Figure 1. Signal wires on met3.
Bar = 50 um.
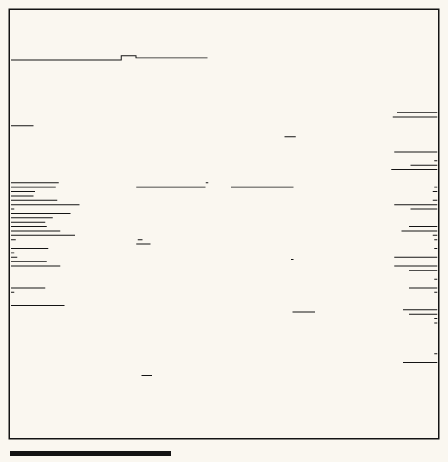
Figure 2. Placed cells, one color a class.
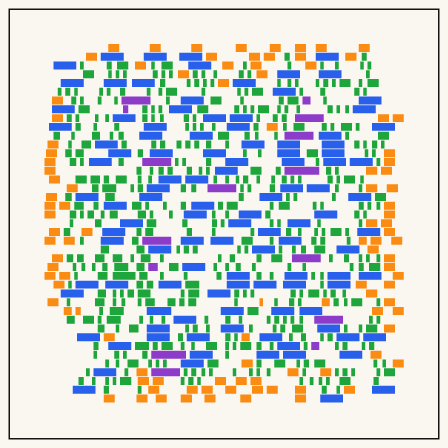
Figure 3. Placement density heat map.
The die is cut into 13 by 13 equal tiles; white is low, dark blue is high, 0 to 100% covered.
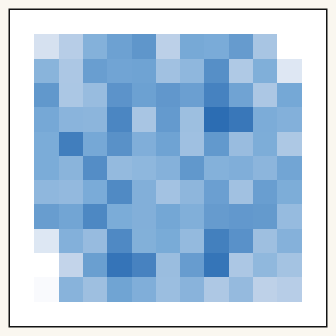
Figure 4. Cell placement.
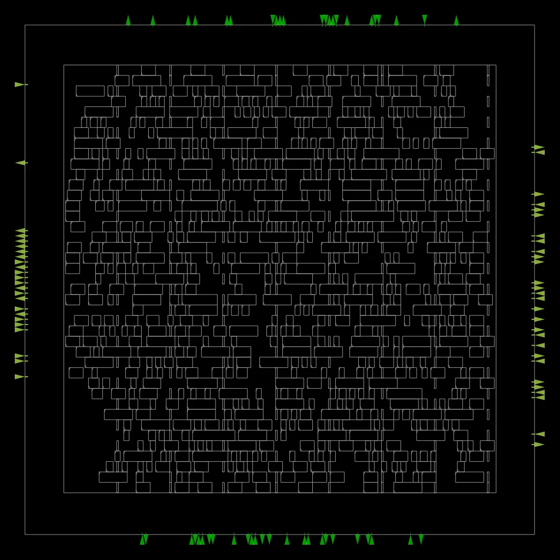
Figure 5. Sequential cells colored by netlist name.
Bar = 50 um.
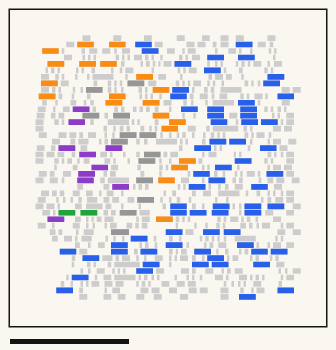
===== config.mk =====
export PLATFORM = sky130hd
export DESIGN_NAME = instruction_fetch
export DESIGN_NICKNAME = d
export VERILOG_FILES = /design/src/rtl/instruction_fetch.sv
export SDC_FILE = /design/constraint.sdc
export NUM_CORES = 1
export LEC_CHECK = 0
export CAP_MARGIN = 0
export CELL_PAD_IN_SITES_DETAIL_PLACEMENT = 1
export CELL_PAD_IN_SITES_GLOBAL_PLACEMENT = 1
export CORE_MARGIN = 10
export CORE_UTILIZATION = 37
export DETAILED_ROUTE_END_ITERATION = 10
export PLACE_DENSITY_LB_ADDON = 0.1
export RECOVER_POWER = 25
export SYNTH_ARGS = -nofsm -noshare
export SYNTH_HDL_FRONTEND = slang
export SYNTH_SLANG_ARGS = --single-unit

===== constraint.sdc =====
create_clock -name clk -period 5 [get_ports clk]
set_input_delay 0.5 -clock clk [delete_from_list [all_inputs] [get_ports clk]]
set_output_delay 0.5 -clock clk [all_outputs]
set_load 0.02 [all_outputs]

===== src/rtl/instruction_fetch.sv =====
// Instruction fetch: owns the PC, issues word reads to a synchronous instruction memory and
// buffers returned words for decode behind a valid/ready handshake with redirect flush.
module instruction_fetch #(
  parameter int unsigned DATA_WIDTH = 32,
  parameter int unsigned ADDR_WIDTH = 10,
  parameter int unsigned DEPTH      = 2,
  parameter int unsigned RESET_PC   = 0
) (
  input  logic                  clk,
  input  logic                  reset,
  output logic [ADDR_WIDTH-1:0] imem_addr,
  input  logic [DATA_WIDTH-1:0] imem_data,
  output logic                  instr_valid,
  input  logic                  instr_ready,
  output logic [DATA_WIDTH-1:0] instr,
  output logic [ADDR_WIDTH-1:0] instr_pc,
  input  logic                  redirect_valid,
  input  logic [ADDR_WIDTH-1:0] redirect_addr
);

  localparam int unsigned PtrW = (DEPTH > 1) ? $clog2(DEPTH) : 1;
  localparam int unsigned CntW = $clog2(DEPTH + 1);
  localparam logic [ADDR_WIDTH-1:0] ResetPc = ADDR_WIDTH'(RESET_PC);

  logic [ADDR_WIDTH-1:0] pc_q, pc_d;
  logic [ADDR_WIDTH-1:0] inflight_pc_q, inflight_pc_d;
  logic                  inflight_q, inflight_d;
  logic [CntW-1:0]       count_q, count_d;
  logic [PtrW-1:0]       head_q, head_d, tail_q, tail_d;
  logic [DATA_WIDTH-1:0] data_q [DEPTH];
  logic [DATA_WIDTH-1:0] data_d [DEPTH];
  logic [ADDR_WIDTH-1:0] pcs_q  [DEPTH];
  logic [ADDR_WIDTH-1:0] pcs_d  [DEPTH];

  logic          pop, push, issue;
  logic [CntW:0] occ;

  function automatic logic [PtrW-1:0] ptr_inc(input logic [PtrW-1:0] p);
    ptr_inc = (32'(p) == DEPTH - 1) ? '0 : p + PtrW'(1);
  endfunction

  assign pop  = instr_valid & instr_ready;
  assign push = inflight_q;
  // Occupancy after this edge's push/pop; a new issue needs a free slot for its response.
  assign occ   = {1'b0, count_q} + (CntW + 1)'(push) - (CntW + 1)'(pop);
  assign issue = (32'(occ) + 32'd1) <= DEPTH;

  always_comb begin
    pc_d          = pc_q;
    inflight_d    = 1'b0;
    inflight_pc_d = inflight_pc_q;
    count_d       = count_q;
    head_d        = head_q;
    tail_d        = tail_q;
    data_d        = data_q;
    pcs_d         = pcs_q;
    if (redirect_valid) begin
      // Keep the head so the stale outputs still show the last head entry.
      pc_d    = redirect_addr;
      count_d = '0;
      tail_d  = head_q;
    end else begin
      if (push) begin
        data_d[tail_q] = imem_data;
        pcs_d[tail_q]  = inflight_pc_q;
        tail_d         = ptr_inc(tail_q);
      end
      if (pop) begin
        head_d = ptr_inc(head_q);
      end
      count_d = count_q + CntW'(push) - CntW'(pop);
      if (issue) begin
        inflight_d    = 1'b1;
        inflight_pc_d = pc_q;
        pc_d          = pc_q + ADDR_WIDTH'(1);
      end
    end
  end

  always_ff @(posedge clk) begin
    if (reset) begin
      pc_q          <= ResetPc;
      inflight_q    <= 1'b0;
      inflight_pc_q <= '0;
      count_q       <= '0;
      head_q        <= '0;
      tail_q        <= '0;
      for (int i = 0; i < int'(DEPTH); i++) begin
        data_q[i] <= '0;
        pcs_q[i]  <= '0;
      end
    end else begin
      pc_q          <= pc_d;
      inflight_q    <= inflight_d;
      inflight_pc_q <= inflight_pc_d;
      count_q       <= count_d;
      head_q        <= head_d;
      tail_q        <= tail_d;
      data_q        <= data_d;
      pcs_q         <= pcs_d;
    end
  end

  // Outputs are forced to their reset values while reset is held.
  assign imem_addr   = reset ? ResetPc : pc_q;
  assign instr_valid = !reset && (count_q != '0);
  assign instr       = reset ? '0 : data_q[head_q];
  assign instr_pc    = reset ? '0 : pcs_q[head_q];

endmodule


==> flow_summary.ini <==
; implementation run metrics
[clock_network]
cts_buffer_depth = 2
cts_sinks = 109
clk_latency_ns = 0.35
numCtsBuffers = 9

[route]
drt_iter0_markers = 207
wl_met1_um = 6480
drt-wirelength-per-cell_um = 16.5

[floorplanning]
die_h_um = 133
initial_utilization_pct = 37.5
die_w_um = 133

[grt]
grt_pass1_vias = 4689

[pwr]
p_sw_share_pct = 25.2
p_int_w = 0.00143
p_per_area_nw_per_um2 = 313
p_leak_nw = 2.02
clockPowerShare_pct = 39.9
power_switching_w = 0.000481
peakVddDrop_uv = 137

[synthesis]
ys_sh_simple_pct = 22.9
edf_count = 0
avgSynthCellArea_sq_um = 7.74
ys.flops = 109
synth-xor-area-share_pct = 0.930
mux_area_share_pct = 9.14

[status]
violations = capacitance limit, slew limit
status = finished, violations left

[sta]
finalMaxSlewViolations = 113
finalCritPeriodShare_pct = 76.4
hold_viol_final = 0
worstMarginPinSlew_ns = 1.60

[setup_path]
crit_family = buffers and inverters
worstPathArrival_ns = 3.32

[run]
cap_violations = 2

[finish]
comb_area_sq_um = 2340
layoutNonFillerInstCount = 855
## Picture notes: Figure 1
nets with wire on the layer: 54
wire length on this layer: 542 um

## Picture notes: Figure 2
[orange] other buffers and delay cells | cells: 103
[blue] flops | cells: 109
[purple] clock drivers and dummy loads | cells: 15
[green] combinational and other logic | cells: 456

## Picture notes: Figure 3
densest ninth of the die: middle
fullest tile: 75%
tiles over 75% full: 0.60%
emptiest ninth of the die: bottom left

## Picture notes: Figure 4
flop count: 109
Core Util, Final: 48.5%
row count: 41

## Picture notes: Figure 5
[purple] pc_q | sequential cells: 10 | where: left middle
[orange] pcs_q | sequential cells: 20
[green] count_q | sequential cells: 2
[blue] data_q | sequential cells: 64
not colored: 13

==> cell families after synthesis <==
family	Yosys count
simple gates	268
flops	109
buf+inv	52
compound gates	126
fa+ha+maj	6
xor+xnor	5
mux	43
==> tightest hold or removal path: cells and delay by family (launching register included) <==
kind | cells | cell delay [ns]
simple gates | 1 | 0.05
flops | 1 | 0.31
compound gates | 1 | 0.05
==> layout make-up <==
type / instances / area share [%]
flip-flops and latches: 109 / 35.8
clock buffers: 9 / 3.70
clock inverters: 6 / 1.46
multi-input cells: 448 / 38.4
repair buffers: 103 / 16.6
inverters: 8 / 0.493
well taps: 172 / 3.53
==> flip-flops by register name, summed over array words and instances, names as in the netlist <==
register and count:
inflight_pc_q 10, pc_q 10, pcs_q 20, inflight_q 1, count_q 2, data_q 64
tail_q 1, head_q 1
==> power groups by stage <==
stage / logic [W] / clock network, W / registers [W]
5_1_grt: 0.000249 / 0.000824 / 0.000926
6_report: 0.000223 / 0.000761 / 0.000922
4_1_cts: 0.000230 / 0.000775 / 0.000922
3_5_place_dp: 0.000229 / 0 / 0.000942
3_3_place_gp: 0.000221 / 0 / 0.000941
2_1_floorplan: 0.000135 / 0 / 0.000931
==> stage by stage <==
stage / power (W) / util (%) / instance area (sq um) / setup slack, ns
3_3_place_gp: 0.00116 / 46.0 / 5790 / 1.07
4_1_cts: 0.00193 / 48.5 / 6100 / 1.29
5_1_grt: 0.00200 / 48.5 / 6090 / 0.945
2_1_floorplan: 0.00107 / - / 4710 / 1.20
3_5_place_dp: 0.00117 / 46.0 / 5790 / 0.942
6_report: 0.00191 / 48.5 / 6090 / 1.18
==> Yosys cell counts (2+ instances only) <==
cell	n	area, sq um
a211oi_1	4	30.0
a21oi_1	96	480
and2_1	2	12.5
buf_1	6	22.5
buf_2	2	10.0
clkbuf_1	36	135
dfxtp_1	109	2180
ha_1	5	62.6
inv_1	8	30.0
mux2i_1	43	430
nand2_1	191	717
nand3_1	4	20.0
nor2_1	50	188
nor2b_1	10	62.6
o211ai_1	5	37.5
o21ai_0	10	50.1
o311ai_0	6	52.6
or2_2	2	12.5
xor2_1	4	35.0
==> per-layer routing <==
metal	vias to the layer above	GRT usage [%]
met2	63	27.2
li1	2146	-
met4	0	5.13
met3	9	3.52
met5	-	0
met1	2094	19.5
==> final timing paths <==
check	start	to	cells past startpoint
max	reset	instr_pc[9]	5
min	data_q[22]	data_q[22]	2
max reg2reg	count_q[1]	pc_q[3]	14
min reg2reg	data_q[22]	data_q[22]	2
Power figures rest on the tool's default switching activity, not on a simulated workload.
